--- config.mk ---
export PLATFORM = sky130hd
export DESIGN_NAME = writeback_stage_flat
export DESIGN_NICKNAME = d
export VERILOG_FILES = /design/src/rtl/writeback_stage_pkg.sv /design/src/rtl/writeback_stage_if.sv /design/src/rtl/writeback_stage_load_extract.sv /design/src/rtl/writeback_stage.sv /design/src/flat_wrapper.sv
export SDC_FILE = /design/constraint.sdc
export NUM_CORES = 1
export LEC_CHECK = 0
export ABC_CLOCK_PERIOD_IN_PS = 2850
export CAP_MARGIN = 20
export CORE_MARGIN = 3
export CORE_UTILIZATION = 45
export CTS_CLUSTER_DIAMETER = 80
export DETAILED_ROUTE_END_ITERATION = 6
export GPL_TIMING_DRIVEN = 0
export PLACE_DENSITY_LB_ADDON = 0.25
export SLEW_MARGIN = 20
export SYNTH_ARGS = -nofsm -noshare
export SYNTH_HDL_FRONTEND = slang
export SYNTH_SLANG_ARGS = --single-unit
--- constraint.sdc ---
create_clock -name clk -period 2.85 [get_ports clk]
set_clock_uncertainty 0.1 [all_clocks]
set_input_delay 0.57 -clock clk [delete_from_list [all_inputs] [get_ports clk]]
set_output_delay 0.57 -clock clk [all_outputs]
set_load 0.02 [all_outputs]
--- src/rtl/writeback_stage_pkg.sv ---
// Shared writeback-select codes, load funct3 constants and select classification
// helpers for the MEM/WB stage and its load extractor.
package writeback_stage_pkg;

    localparam int WB_MUX_SEL_WIDTH = 3;

    typedef enum logic [WB_MUX_SEL_WIDTH-1:0] {
        WB_ALU  = 3'd0,
        WB_MEM  = 3'd1,
        WB_PC   = 3'd2,
        WB_CSR  = 3'd3,
        WB_NULL = 3'd4
    } wb_sel_e;

    localparam logic [2:0] F3_LB  = 3'b000;
    localparam logic [2:0] F3_LH  = 3'b001;
    localparam logic [2:0] F3_LW  = 3'b010;
    localparam logic [2:0] F3_LD  = 3'b011;
    localparam logic [2:0] F3_LBU = 3'b100;
    localparam logic [2:0] F3_LHU = 3'b101;
    localparam logic [2:0] F3_LWU = 3'b110;

    // Selects that produce a register-file write.
    function automatic logic wb_sel_writes(input logic [WB_MUX_SEL_WIDTH-1:0] sel);
        return (sel == WB_ALU) || (sel == WB_MEM) || (sel == WB_PC) || (sel == WB_CSR);
    endfunction

    function automatic logic wb_sel_known(input logic [WB_MUX_SEL_WIDTH-1:0] sel);
        return wb_sel_writes(sel) || (sel == WB_NULL);
    endfunction

endpackage

--- src/rtl/writeback_stage_if.sv ---
// MEM-to-WB boundary bundle: stage control, registered sources, BRAM read data
// and the register-file write port.
interface writeback_stage_if
    import writeback_stage_pkg::*;
#(
    parameter int XLEN = 32,
    parameter int RA_W = 5
);
    localparam int AW = $clog2(XLEN / 8);

    logic                        stall;
    logic                        flush;
    logic                        in_valid;
    logic [RA_W-1:0]             in_rd;
    logic [WB_MUX_SEL_WIDTH-1:0] in_sel;
    logic [2:0]                  in_funct3;
    logic [AW-1:0]               in_addr_lo;
    logic [XLEN-1:0]             in_alu_out;
    logic [XLEN-1:0]             in_pc_plus_4;
    logic [XLEN-1:0]             in_csr_dout;
    logic [XLEN-1:0]             mem_dout;

    logic                        wb_we;
    logic [RA_W-1:0]             wb_rd;
    logic [XLEN-1:0]             wb_data;
    logic                        sel_err;

    modport master (
        output stall, flush, in_valid, in_rd, in_sel, in_funct3, in_addr_lo,
               in_alu_out, in_pc_plus_4, in_csr_dout, mem_dout,
        input  wb_we, wb_rd, wb_data, sel_err
    );

    modport slave (
        input  stall, flush, in_valid, in_rd, in_sel, in_funct3, in_addr_lo,
               in_alu_out, in_pc_plus_4, in_csr_dout, mem_dout,
        output wb_we, wb_rd, wb_data, sel_err
    );

endinterface

--- src/rtl/writeback_stage_load_extract.sv ---
// Combinational sub-word load extraction with sign/zero extension; shared with
// the uncached MMIO read path.
module load_extract
    import writeback_stage_pkg::*;
#(
    parameter  int XLEN = 32,
    localparam int AW   = $clog2(XLEN / 8)
) (
    input  logic [2:0]      funct3,
    input  logic [AW-1:0]   addr_lo,
    input  logic [XLEN-1:0] word,
    output logic [XLEN-1:0] value,
    output logic            illegal
);

    logic [AW-1:0]   lo_h;
    logic [AW-1:0]   lo_w;
    logic [XLEN-1:0] lane_b;
    logic [XLEN-1:0] lane_h;
    logic [XLEN-1:0] lane_w;

    // NOTE: every always_comb output gets a default first so no path leaves it unassigned and infers a latch.
    always_comb begin
        value   = '0;
        illegal = 1'b0;
        lo_h    = addr_lo & ~AW'(1);
        lo_w    = addr_lo & ~AW'(3);
        lane_b  = word >> {addr_lo, 3'b000};
        lane_h  = word >> {lo_h, 3'b000};
        lane_w  = word >> {lo_w, 3'b000};

        // Size casts of signed part-selects sign-extend; unsigned ones zero-extend.
        unique case (funct3)
            F3_LB:  value = XLEN'($signed(lane_b[7:0]));
            F3_LH:  value = XLEN'($signed(lane_h[15:0]));
            F3_LW:  value = XLEN'($signed(lane_w[31:0]));
            F3_LBU: value = XLEN'(lane_b[7:0]);
            F3_LHU: value = XLEN'(lane_h[15:0]);
            F3_LWU: value = XLEN'(lane_w[31:0]);
            F3_LD: begin
                if (XLEN == 64) value   = word;
                else            illegal = 1'b1;
            end
            default: illegal = 1'b1;
        endcase
    end

endmodule

--- src/rtl/writeback_stage.sv ---
// Registered MEM/WB stage: captures writeback control, selects the write source
// and holds BRAM load data across stalls so the register-file write stays stable.
module writeback_stage
    import writeback_stage_pkg::*;
#(
    parameter int XLEN = 32,
    parameter int RA_W = 5
) (
    input  logic              clk,
    input  logic              rst,
    writeback_stage_if.slave  wb
);

    localparam int AW = $clog2(XLEN / 8);

    typedef struct packed {
        logic                        valid;
        logic [RA_W-1:0]             rd;
        logic [WB_MUX_SEL_WIDTH-1:0] sel;
        logic [2:0]                  funct3;
        logic [AW-1:0]               addr_lo;
        logic [XLEN-1:0]             alu;
        logic [XLEN-1:0]             pc4;
        logic [XLEN-1:0]             csr;
    } stage_t;

    stage_t          stage_q, stage_d;
    logic [XLEN-1:0] hold_data_q, hold_data_d;
    logic            hold_vld_q, hold_vld_d;
    logic            sel_err_q, sel_err_d;

    logic            stage_load;
    logic            is_mem;
    logic            err_now;
    logic [XLEN-1:0] ext_data;
    logic            ext_illegal;
    logic [XLEN-1:0] data_out;
    logic            we_out;

    load_extract #(.XLEN(XLEN)) u_load_extract (
        .funct3  (stage_q.funct3),
        .addr_lo (stage_q.addr_lo),
        .word    (wb.mem_dout),
        .value   (ext_data),
        .illegal (ext_illegal)
    );

    always_comb begin
        stage_d     = stage_q;
        hold_data_d = hold_data_q;
        hold_vld_d  = hold_vld_q;
        data_out    = '0;
        we_out      = 1'b0;

        stage_load = !wb.stall || wb.flush;
        is_mem     = stage_q.valid && (stage_q.sel == WB_MEM);

        if (stage_load) begin
            stage_d.valid   = wb.in_valid && !wb.flush;
            stage_d.rd      = wb.in_rd;
            stage_d.sel     = wb.in_sel;
            stage_d.funct3  = wb.in_funct3;
            stage_d.addr_lo = wb.in_addr_lo;
            stage_d.alu     = wb.in_alu_out;
            stage_d.pc4     = wb.in_pc_plus_4;
            stage_d.csr     = wb.in_csr_dout;
        end

        // BRAM output is only trustworthy in the first stalled cycle; freeze it then.
        if (stage_load) begin
            hold_vld_d = 1'b0;
        end else if (is_mem && !hold_vld_q) begin
            hold_vld_d  = 1'b1;
            hold_data_d = ext_data;
        end

        err_now   = stage_q.valid &&
                    (!wb_sel_known(stage_q.sel) || ((stage_q.sel == WB_MEM) && ext_illegal));
        sel_err_d = sel_err_q || err_now;

        unique case (stage_q.sel)
            WB_ALU:  data_out = stage_q.alu;
            WB_PC:   data_out = stage_q.pc4;
            WB_CSR:  data_out = stage_q.csr;
            WB_MEM:  data_out = hold_vld_q ? hold_data_q : ext_data;
            default: data_out = '0;
        endcase

        we_out = stage_q.valid && wb_sel_writes(stage_q.sel) && (stage_q.rd != '0);
    end

    // NOTE: sequential state uses non-blocking assignments so every flop samples pre-edge values.
    always_ff @(posedge clk) begin
        if (rst) begin
            stage_q     <= '0;
            hold_data_q <= '0;
            hold_vld_q  <= 1'b0;
            sel_err_q   <= 1'b0;
        end else begin
            stage_q     <= stage_d;
            hold_data_q <= hold_data_d;
            hold_vld_q  <= hold_vld_d;
            sel_err_q   <= sel_err_d;
        end
    end

    assign wb.wb_we   = we_out;
    assign wb.wb_rd   = stage_q.rd;
    assign wb.wb_data = data_out;
    assign wb.sel_err = sel_err_q || err_now;

endmodule

--- src/flat_wrapper.sv ---
// flat-port wrapper written by rule: the top's interface ports become plain ports
module writeback_stage_flat import writeback_stage_pkg::*;
#(
    parameter int XLEN = 32,
    parameter int RA_W = 5
)
  (clk, rst, wb_stall, wb_flush, wb_in_valid, wb_in_rd, wb_in_sel, wb_in_funct3, wb_in_addr_lo, wb_in_alu_out, wb_in_pc_plus_4, wb_in_csr_dout, wb_mem_dout, wb_wb_we, wb_wb_rd, wb_wb_data, wb_sel_err);
  writeback_stage_if #(.XLEN(XLEN), .RA_W(RA_W)) wb_i ();
  input  logic clk;
  input  logic rst;
  input wire logic [$bits(wb_i.stall)-1:0] wb_stall;
  input wire logic [$bits(wb_i.flush)-1:0] wb_flush;
  input wire logic [$bits(wb_i.in_valid)-1:0] wb_in_valid;
  input wire logic [$bits(wb_i.in_rd)-1:0] wb_in_rd;
  input wire logic [$bits(wb_i.in_sel)-1:0] wb_in_sel;
  input wire logic [$bits(wb_i.in_funct3)-1:0] wb_in_funct3;
  input wire logic [$bits(wb_i.in_addr_lo)-1:0] wb_in_addr_lo;
  input wire logic [$bits(wb_i.in_alu_out)-1:0] wb_in_alu_out;
  input wire logic [$bits(wb_i.in_pc_plus_4)-1:0] wb_in_pc_plus_4;
  input wire logic [$bits(wb_i.in_csr_dout)-1:0] wb_in_csr_dout;
  input wire logic [$bits(wb_i.mem_dout)-1:0] wb_mem_dout;
  output wire logic [$bits(wb_i.wb_we)-1:0] wb_wb_we;
  output wire logic [$bits(wb_i.wb_rd)-1:0] wb_wb_rd;
  output wire logic [$bits(wb_i.wb_data)-1:0] wb_wb_data;
  output wire logic [$bits(wb_i.sel_err)-1:0] wb_sel_err;
  assign wb_i.stall = wb_stall;
  assign wb_i.flush = wb_flush;
  assign wb_i.in_valid = wb_in_valid;
  assign wb_i.in_rd = wb_in_rd;
  assign wb_i.in_sel = wb_in_sel;
  assign wb_i.in_funct3 = wb_in_funct3;
  assign wb_i.in_addr_lo = wb_in_addr_lo;
  assign wb_i.in_alu_out = wb_in_alu_out;
  assign wb_i.in_pc_plus_4 = wb_in_pc_plus_4;
  assign wb_i.in_csr_dout = wb_in_csr_dout;
  assign wb_i.mem_dout = wb_mem_dout;
  assign wb_wb_we = wb_i.wb_we;
  assign wb_wb_rd = wb_i.wb_rd;
  assign wb_wb_data = wb_i.wb_data;
  assign wb_sel_err = wb_i.sel_err;
  writeback_stage #(.XLEN(XLEN), .RA_W(RA_W)) u_core (.clk(clk), .rst(rst), .wb(wb_i));
endmodule
==> images/congestion.png <==
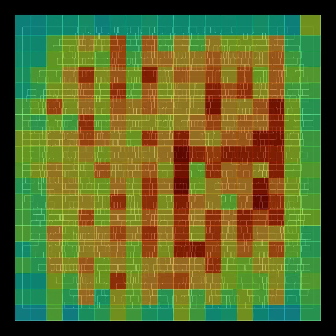
end-of-flow core utilization: 66.2%
GRT Max-Usage Layer: met2
GRT met1 Usage: 37.9%
global-route met2 utilization: 43.0%

==> images/placement_by_type.png <==
Drawn at 3 px/um. Fill, decap, tap and diode cells in gray.
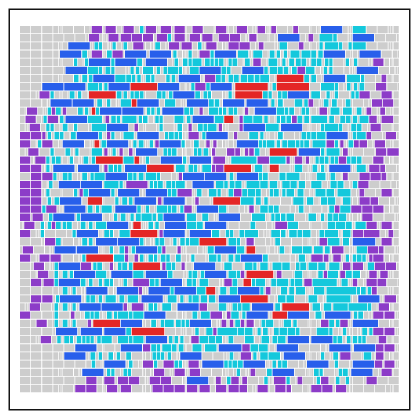
Key: flops = blue [cells 144, share of their area 29%]; other buffers and delay cells = purple [cells 286, share of their area 23%]; combinational and other logic = cyan [cells 734, share of their area 42%]; clock drivers and dummy loads = red [cells 32, share of their area 6.1%]
fin area: 10,200 um2
Core Area: 15,500 um2

per-layer routing:
layer	vias up	GRT usage, %	part of all wire (%)
li1	3760	-	-
met1	3558	37.9	44
met2	431	43.0	44
met3	54	6.69	9.0
met4	0	10.0	3.1
met5	-	0	0
timing repair:
| action | 4_1_cts | 5_1_grt |
|---|---|---|
| buffers inserted | 10 | 2 |
| setup endpoints to repair | 33 | 33 |
| gates cloned | 0 | 0 |
| pin swaps | 10 | 8 |
| resized | 207 | 62 |
sequential cells by signal, summed over array words and instances (netlist names):
name	cells
u_core.wb.wb_rd	5
u_core.hold_vld_q	1
u_core.sel_err_q	1
u_core.hold_data_q	32
u_core.stage_q	105
cell usage in the layout (no fill, tap or decap), types with 3 or more instances in the layout:
cell / n
mux2i_2: 4
clkdlybuf4s50_1: 146
o21ai_1: 11
inv_6: 3
a21o_1: 10
dfxtp_1: 140
or2_2: 4
mux2i_1: 38
o21ai_2: 3
inv_1: 20
o21ai_0: 23
clkinv_2: 3
nand2_1: 237
buf_4: 29
a21oi_1: 156
clkbuf_16: 17
nand3_1: 12
clkdlybuf4s15_2: 4
nand2b_1: 15
nor3_1: 3
clkbuf_1: 51
a211oi_1: 26
clkbuf_4: 8
clkbuf_2: 15
o2bb2ai_1: 27
o211ai_1: 10
nor2b_1: 8
nor2_1: 60
a211oi_2: 10
a21oi_2: 12
nand3b_1: 6
o22ai_2: 4
buf_6: 7
clkbuf_8: 3
bufinv_16: 3
buf_2: 20
critical path: stages (launching register included):
cell and delay [ps]:
dfxtp_2 330, buf_8 130, or3_4 340, o32ai_4 150, buf_4 170, o21ai_1 130, o211ai_1 280, clkdlybuf4s15_2 300
power breakdown:
part | switching (mW) | internal, mW
clock | 0.902 | 1.43
combinational | 0.610 | 0.511
sequential | 0.0625 | 2.11
total | 1.57 | 4.05
cell families (layout without fill, tap and decap cells):
| family | Yosys count | in the layout |
|---|---|---|
| AOI/OAI and AO/OA | 312 | 312 |
| and+or+nand+nor | 357 | 357 |
| muxes | 45 | 45 |
| DFF | 144 | 144 |
| buffers and inverters | 115 | 338 |
area by class of cell:
| type | instances | share of cell area [%] |
|---|---|---|
| buffer | 91 | 4.93 |
| clock buffer | 20 | 4.46 |
| clock inverter | 12 | 1.51 |
| inverter | 20 | 0.733 |
| multi-input combinational | 714 | 39.9 |
| sequential | 144 | 28.2 |
| tap | 211 | 2.58 |
| timing repair buffer | 195 | 17.6 |
stage by stage:
| step | power, mW | setup slack [ps] | instance area, um2 |
|---|---|---|---|
| finish | 5.63 | -73.2 | 10200 |
| global route | 5.80 | -88.6 | 10200 |
| CTS | 5.58 | -84.5 | 10200 |
| detailed placement | 3.25 | -1300 | 9360 |
| global placement | 3.24 | -1410 | 9360 |
| floorplan | 2.74 | 366 | 7260 |
==> flow report <==
STATUS
---------------------------------------------------------------------------------
Violations in the final reports                                      setup timing
Run status                                                           finished, violations left

DETAILED ROUTING
---------------------------------------------------------------------------------
Via count                                                                   7,803
Post-DR vias/cell                                                            5.55
Wirelength per Cell                                                       18.2 um
Post-route antenna net violation count                                          0

SYNTH
---------------------------------------------------------------------------------
Synth cell types                                                               45
Ranking of synthesized cells by instance count                       nand2_1 (237), a21oi_1 (168), dfxtp_1 (144), clkbuf_1 (72), nor2_1 (60)
Number of enable flip-flop cells                                                0
Avg Synthesized Cell Area                                                7.46 um2
Post-synthesis compound-gate area fraction                                  26.6%
Yosys warns                                                                     0
Simple share                                                                20.8%
Count of mapped cells out of synthesis                                        973

SETUP PATH
---------------------------------------------------------------------------------
Worst EP required                                                         2180 ps
Startpoint types                                                         register
Data arrival time of the critical path                                    2250 ps
Beginning of the worst register-to-register path                     u_core.stage_q[103]
Length in cells of the worst reg-to-reg path                                    6

POWER AND IR DROP
---------------------------------------------------------------------------------
Pwr per Cell Area                                                      549 nW/um2
IR Drop Worst-Case VDD                                                 0.000458 V

CLOCK NETWORK
---------------------------------------------------------------------------------
Register clock-pin slew on the reported worst setup and hold paths          60 ps
Clock root buffer master                                                clkbuf_16

STA
---------------------------------------------------------------------------------
Min Hold Slack                                                             349 ps
Final setup slack of the worst path                                      -73.2 ps
Final number of setup-violating endpoints                                       5
Unrepaired setup endpoints after global routing                              true

PLACE
---------------------------------------------------------------------------------
HPWL after detailed placement                                           18,900 um

GRT
---------------------------------------------------------------------------------
Global-route wire length before repair                                  39,300 um

Power figures rest on the tool's default switching activity, not on a simulated workload.
